--- config.mk ---
export PLATFORM = sky130hd
export DESIGN_NAME = tank_move_sched
export DESIGN_NICKNAME = d
export VERILOG_FILES = /design/src/rtl/tank_move_sched.sv
export SDC_FILE = /design/constraint.sdc
export NUM_CORES = 1
export LEC_CHECK = 0
export CORE_MARGIN = 4
export CORE_UTILIZATION = 31
export DETAILED_ROUTE_END_ITERATION = 10
export PLACE_DENSITY_LB_ADDON = 0.25
export SLEW_MARGIN = 40
export SYNTH_ARGS = -nofsm -noshare
export SYNTH_HDL_FRONTEND = slang
export SYNTH_SLANG_ARGS = --single-unit
export TNS_END_PERCENT = 10
--- constraint.sdc ---
create_clock -name Clk -period 5.1 [get_ports Clk]
set_input_delay 0.765 -clock Clk [delete_from_list [all_inputs] [get_ports Clk]]
set_output_delay 0.765 -clock Clk [all_outputs]
set_load 0.03 [all_outputs]
--- src/rtl/tank_move_sched.sv ---
// Per-frame move scheduler for the two player tanks: decodes keys, shares the
// tile-map RAM between tanks and commits at most one tile step per tank per frame.
module tank_move_sched #(
  parameter int unsigned GRID_W        = 20,
  parameter int unsigned GRID_H        = 15,
  parameter int unsigned REPEAT_FRAMES = 8,
  parameter int unsigned P1_TX0        = 1,
  parameter int unsigned P1_TY0        = 13,
  parameter int unsigned P2_TX0        = 18,
  parameter int unsigned P2_TY0        = 1
) (
  input  logic       Clk,
  input  logic       Reset,
  input  logic       frame_tick,
  input  logic [7:0] keycode1,
  input  logic [7:0] keycode2,
  output logic [8:0] map_addr,
  output logic       map_rd,
  input  logic [3:0] map_data,
  output logic [9:0] tank1_x,
  output logic [9:0] tank1_y,
  output logic [9:0] tank2_x,
  output logic [9:0] tank2_y,
  output logic [1:0] face1,
  output logic [1:0] face2,
  output logic       busy,
  output logic       move_done
);

  localparam int unsigned TW = 5;
  localparam int unsigned CW = 8;
  localparam int unsigned KW = 8;
  localparam int unsigned AW = 9;
  localparam int unsigned DW = 4;
  localparam logic [TW-1:0] XMAX = TW'(GRID_W - 1);
  localparam logic [TW-1:0] YMAX = TW'(GRID_H - 1);

  typedef enum logic [2:0] {
    S_IDLE,
    S_SEL,
    S_RD,
    S_WAIT,
    S_CHK,
    S_DONE
  } state_t;

  state_t state_q, state_d;

  logic [TW-1:0] tx_q [2];
  logic [TW-1:0] ty_q [2];
  logic [TW-1:0] tx_d [2];
  logic [TW-1:0] ty_d [2];
  logic [1:0]    face_q [2];
  logic [1:0]    face_d [2];
  logic [1:0]    dir_q [2];
  logic [1:0]    dir_d [2];
  logic [CW-1:0] cnt_q [2];
  logic [CW-1:0] cnt_d [2];
  logic [KW-1:0] prev_q [2];
  logic [KW-1:0] prev_d [2];
  logic [1:0]    req_q, req_d;
  logic          cur_q, cur_d;
  logic          second_q, second_d;
  logic          first_q, first_d;
  logic [TW-1:0] tgt_x_q, tgt_x_d, tgt_y_q, tgt_y_d;
  logic [DW-1:0] data_q, data_d;
  logic [AW-1:0] map_addr_d;
  logic          map_rd_d, busy_d, done_d;

  logic [KW-1:0] key [2];
  logic [2:0]    dec [2];
  logic [TW-1:0] cx, cy, nx, ny;
  logic          oob, advance, other;

  // Keycode decode: {valid, direction}, direction 0 up, 1 right, 2 down, 3 left
  function automatic logic [2:0] decode_p1(input logic [KW-1:0] k);
    case (k)
      8'h1A:   return 3'b100;
      8'h07:   return 3'b101;
      8'h16:   return 3'b110;
      8'h04:   return 3'b111;
      default: return 3'b000;
    endcase
  endfunction

  function automatic logic [2:0] decode_p2(input logic [KW-1:0] k);
    case (k)
      8'h52:   return 3'b100;
      8'h4F:   return 3'b101;
      8'h51:   return 3'b110;
      8'h50:   return 3'b111;
      default: return 3'b000;
    endcase
  endfunction

  assign key[0] = keycode1;
  assign key[1] = keycode2;
  assign dec[0] = decode_p1(keycode1);
  assign dec[1] = decode_p2(keycode2);

  // Next-state and datapath update
  always_comb begin
    state_d    = state_q;
    tx_d       = tx_q;
    ty_d       = ty_q;
    face_d     = face_q;
    dir_d      = dir_q;
    cnt_d      = cnt_q;
    prev_d     = prev_q;
    req_d      = req_q;
    cur_d      = cur_q;
    second_d   = second_q;
    first_d    = first_q;
    tgt_x_d    = tgt_x_q;
    tgt_y_d    = tgt_y_q;
    data_d     = data_q;
    map_addr_d = map_addr;
    map_rd_d   = 1'b0;
    other      = ~cur_q;
    cx         = tx_q[cur_q];
    cy         = ty_q[cur_q];
    nx         = cx;
    ny         = cy;
    oob        = 1'b0;
    advance    = 1'b0;

    case (state_q)
      S_IDLE: begin
        if (frame_tick) begin
          for (int p = 0; p < 2; p++) begin
            req_d[p] = 1'b0;
            dir_d[p] = dec[p][1:0];
            if (dec[p][2]) begin
              if (key[p] != prev_q[p] || cnt_q[p] == '0) begin
                req_d[p] = 1'b1;
                cnt_d[p] = CW'(REPEAT_FRAMES - 1);
              end else begin
                cnt_d[p] = cnt_q[p] - CW'(1);
              end
            end else begin
              cnt_d[p] = '0;
            end
            prev_d[p] = key[p];
          end
          cur_d    = first_q;
          first_d  = ~first_q;
          second_d = 1'b0;
          state_d  = S_SEL;
        end
      end

      S_SEL: begin
        if (!req_q[cur_q]) begin
          advance = 1'b1;
        end else begin
          face_d[cur_q] = dir_q[cur_q];
          case (dir_q[cur_q])
            2'd0:    if (cy == '0)   oob = 1'b1; else ny = cy - TW'(1);
            2'd1:    if (cx >= XMAX) oob = 1'b1; else nx = cx + TW'(1);
            2'd2:    if (cy >= YMAX) oob = 1'b1; else ny = cy + TW'(1);
            default: if (cx == '0)   oob = 1'b1; else nx = cx - TW'(1);
          endcase
          if (oob) begin
            advance = 1'b1;
          end else begin
            tgt_x_d    = nx;
            tgt_y_d    = ny;
            map_addr_d = AW'(ny) * AW'(GRID_W) + AW'(nx);
            map_rd_d   = 1'b1;
            state_d    = S_RD;
          end
        end
      end

      S_RD: state_d = S_WAIT;

      S_WAIT: begin
        data_d  = map_data;
        state_d = S_CHK;
      end

      // The other tank's committed tile blocks, so the second-served tank sees the first's move
      S_CHK: begin
        if (data_q == '0 && !(tgt_x_q == tx_q[other] && tgt_y_q == ty_q[other])) begin
          tx_d[cur_q] = tgt_x_q;
          ty_d[cur_q] = tgt_y_q;
        end
        advance = 1'b1;
      end

      S_DONE: state_d = S_IDLE;

      default: state_d = S_IDLE;
    endcase

    if (advance) begin
      if (second_q) begin
        state_d = S_DONE;
      end else begin
        second_d = 1'b1;
        cur_d    = ~cur_q;
        state_d  = S_SEL;
      end
    end

    busy_d = (state_d != S_IDLE);
    done_d = (state_d == S_DONE);
  end

  // State register
  always_ff @(posedge Clk) begin
    if (Reset) state_q <= S_IDLE;
    else       state_q <= state_d;
  end

  // Datapath and output registers
  always_ff @(posedge Clk) begin
    if (Reset) begin
      tx_q[0]   <= TW'(P1_TX0);
      ty_q[0]   <= TW'(P1_TY0);
      tx_q[1]   <= TW'(P2_TX0);
      ty_q[1]   <= TW'(P2_TY0);
      face_q[0] <= 2'd0;
      face_q[1] <= 2'd2;
      dir_q[0]  <= 2'd0;
      dir_q[1]  <= 2'd0;
      cnt_q[0]  <= '0;
      cnt_q[1]  <= '0;
      prev_q[0] <= '0;
      prev_q[1] <= '0;
      req_q     <= '0;
      cur_q     <= 1'b0;
      second_q  <= 1'b0;
      first_q   <= 1'b0;
      tgt_x_q   <= '0;
      tgt_y_q   <= '0;
      data_q    <= '0;
      map_addr  <= '0;
      map_rd    <= 1'b0;
      busy      <= 1'b0;
      move_done <= 1'b0;
    end else begin
      tx_q      <= tx_d;
      ty_q      <= ty_d;
      face_q    <= face_d;
      dir_q     <= dir_d;
      cnt_q     <= cnt_d;
      prev_q    <= prev_d;
      req_q     <= req_d;
      cur_q     <= cur_d;
      second_q  <= second_d;
      first_q   <= first_d;
      tgt_x_q   <= tgt_x_d;
      tgt_y_q   <= tgt_y_d;
      data_q    <= data_d;
      map_addr  <= map_addr_d;
      map_rd    <= map_rd_d;
      busy      <= busy_d;
      move_done <= done_d;
    end
  end

  assign tank1_x = {tx_q[0], 5'd0};
  assign tank1_y = {ty_q[0], 5'd0};
  assign tank2_x = {tx_q[1], 5'd0};
  assign tank2_y = {ty_q[1], 5'd0};
  assign face1   = face_q[0];
  assign face2   = face_q[1];

endmodule
==> images/congestion.png <==
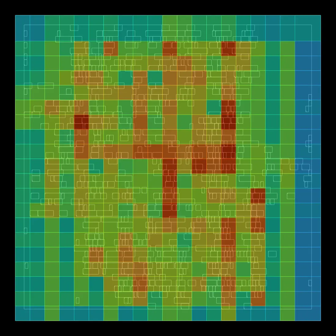
Util after Layout: 37.3%
global-route track usage on met3: 3.92%
Routed WL per cell: 16.0 µm
GR met1 Demand/Resource: 20.7%

==> images/layer_met3.png <==
(2 px per µm)
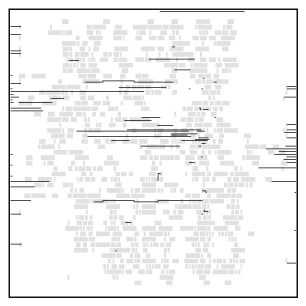
nets with wire on the layer: 69
wire length on this layer: 804 µm
count of vias placed by the detailed router: 4783
drt total wl: 15000 µm

==> run summary <==
Buffers plus inverters on the worst setup path -> 1
Sw Ratio -> 28.1%
Comb gate area -> 3510 µm²
Post-route setup TNS -> 0 ns
First-iteration detailed-routing DRC count -> 350
Slew headroom -> 50.2%
Hold buffers post-CTS -> 0
Die Y -> 143 µm
Share of Yosys cell area claimed by the top area cell type -> 32.5%
Gate count of the mapped netlist -> 659
IR Drop Worst-Case VDD -> 145 µV
Met3 wire length -> 804 µm
Class of the most critical hold timing path -> register to register
Hold Path Cell Cnt -> 2
Most Crowded Layer GR -> met2
Area growth syn-to-layout -> 18.1%
Clock-pin slew on the worst setup and hold paths -> 0.07 ns
Total met2 wirelength after detailed routing -> 6480 µm
Final setup viols -> 0
Reg-to-reg critical path endpoint -> map_addr[8]
Post-synth EDFFs -> 0
Clock Sink Count -> 92
Most common cell in the synthesized netlist -> dfxtp_1
H-Tree Level Count -> 3
Int Pwr -> 1270 µW
Clk cell area share -> 4.67%
Area enclosed by the die boundary -> 20500 µm²
Number of buffers added by the clock tree synthesis step -> 9
Number of vias per cell after detailed routing -> 5.10
Cell breakdown of the critical path -> buf_4, mux2_2, nor3_1, nand2_1, a32oi_1, ha_1, ha_1, fa_1, nand2_1, nor2b_1, mux2i_1, nor3_1, nand3b_1, a21oi_1
Worst Clk Skew -> 0.00905 ns
Smallest hold slack -> 0.465 ns
Static leakage -> 0.00240 µW
Kind of start point of the critical path -> register
Layout clock buffers -> 12
N_taps -> 229
Number of remaining DRC errors -> 0
Worst reg-to-reg setup slack -> 0.76 ns
Final WS setup -> 0.757 ns
Startpoint-to-endpoint class of the critical path -> register to register
Total I/O pin count -> 79
Maximum buffer depth of the clock tree -> 2
Cell Count, Final, Fillers Out -> 937
Number of iterations in the first detailed-routing pass -> 5
Max frequency -> 0.230 GHz
CP Capture Type -> register
Required time of the critical path -> 5.38 ns
Most numerous logic cells after layout -> dfxtp_1 (91), nor2_1 (68), nand2_1 (60)
Final Net Count -> 747
Chip area estimate from yosys synthesis -> 5670 µm²
Synth cell types -> 75
CP top delay family -> adder cells
Top power consumer group -> registers
First-pass GRT wire length -> 24400 µm
Number of combinational gates with multiple inputs -> 513
Final Hold Violating Endpoints -> 0
Routability-driven placement congestion ratio -> 0.818
Placement Setup Slack -> 0.743 ns
Dominant kind of cell by area -> logic gates
Worst path slowest cell -> fa_1
Routed metal-1 wire length -> 7390 µm
Via count of the first global-routing pass -> 4595
Count of synthesis-stage warnings from yosys -> 0
Cycle use final -> 85.2%
Port buffer count -> 58
Core Region -> 18000 µm²
Pin slew with the least headroom to its limit -> 0.744 ns
Result of the run -> finished clean
Non-clock buffer area fraction after layout -> 10.0%
Delay of the slowest cell on the worst path -> 0.53 ns
Number of warnings in the stage logs -> 32
Met2 layer usage reported by global route -> 22.8%
Largest area contributor in the synthesized netlist -> dfxtp_1
Die width -> 143 µm
Insertion delay of the later-clocked pin in the worst-skew pair -> 0.35 ns
Commonest cells in the netlist -> dfxtp_1 (92), nor2_1 (68), nand2_1 (60)
Critical path fanouts, max -> 30
Combinational-cell power consumption -> 311 µW
Post-synthesis average cell area -> 8.60 µm²
Switching power -> 499 µW
Combinational share of power -> 17.6%
Proportion of synthesized chip area in sequential cells -> 32.5%
Post-synthesis async set-or-reset flop share -> 0%
Initial cell density of the core -> 31.5%
Power drawn by the clock network -> 709 µW
Layout cell share with drive strength beyond 1 -> 7.77%
Largest net degree at the start of global routing -> 55
Clock tree from TritonCTS -> yes
Count of filler cells inserted in the layout -> 1831
Power after layout -> 1770 µW
==> images/flops_by_reg.png <==
(2 px per µm)
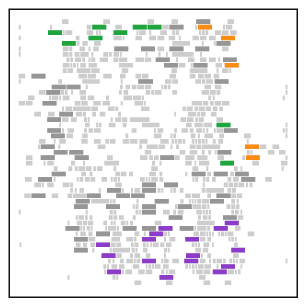
legend:
  `map_addr`:
    colour: green
    sequential_cells: 9
  `tank2_x`:
    colour: orange
    sequential_cells: 5
  `prev_q`:
    colour: purple
    sequential_cells: 16
flop share of the area: 27.5%
seq pwr: 752 µW
sequential cell area: 1840 µm²

[cells by family (layout without fill, tap and decap cells)]
kind of cell             count (synthesis)  in the layout  share of synthesized area [%]
AND/OR/NAND/NOR                        232            232                           20.5
AND-OR/OR-AND                          133            133                           16.8
XOR/XNOR                                43             43                           6.65
adder cells (fa/ha/maj)                 21             21                           4.90
multiplexers                            64             64                           11.5
other                                    1             20                         0.0662
flip-flops                              92             92                           32.5
buffers and inverters                   73            103                           7.11
[worst max path at each step]
stage	start	end	slack [ns]	cells past startpoint
2_1_floorplan	cur_q	map_addr[8]	0.60	18
3_3_place_gp	cur_q	map_addr[8]	0.81	14
3_5_place_dp	cur_q	map_addr[8]	0.74	14
4_1_cts	cur_q	map_addr[8]	0.72	14
5_1_grt	cur_q	map_addr[8]	0.36	14
6_report	cur_q	map_addr[8]	0.76	14
No activity file was given, so power comes from the tool's default toggle rates.
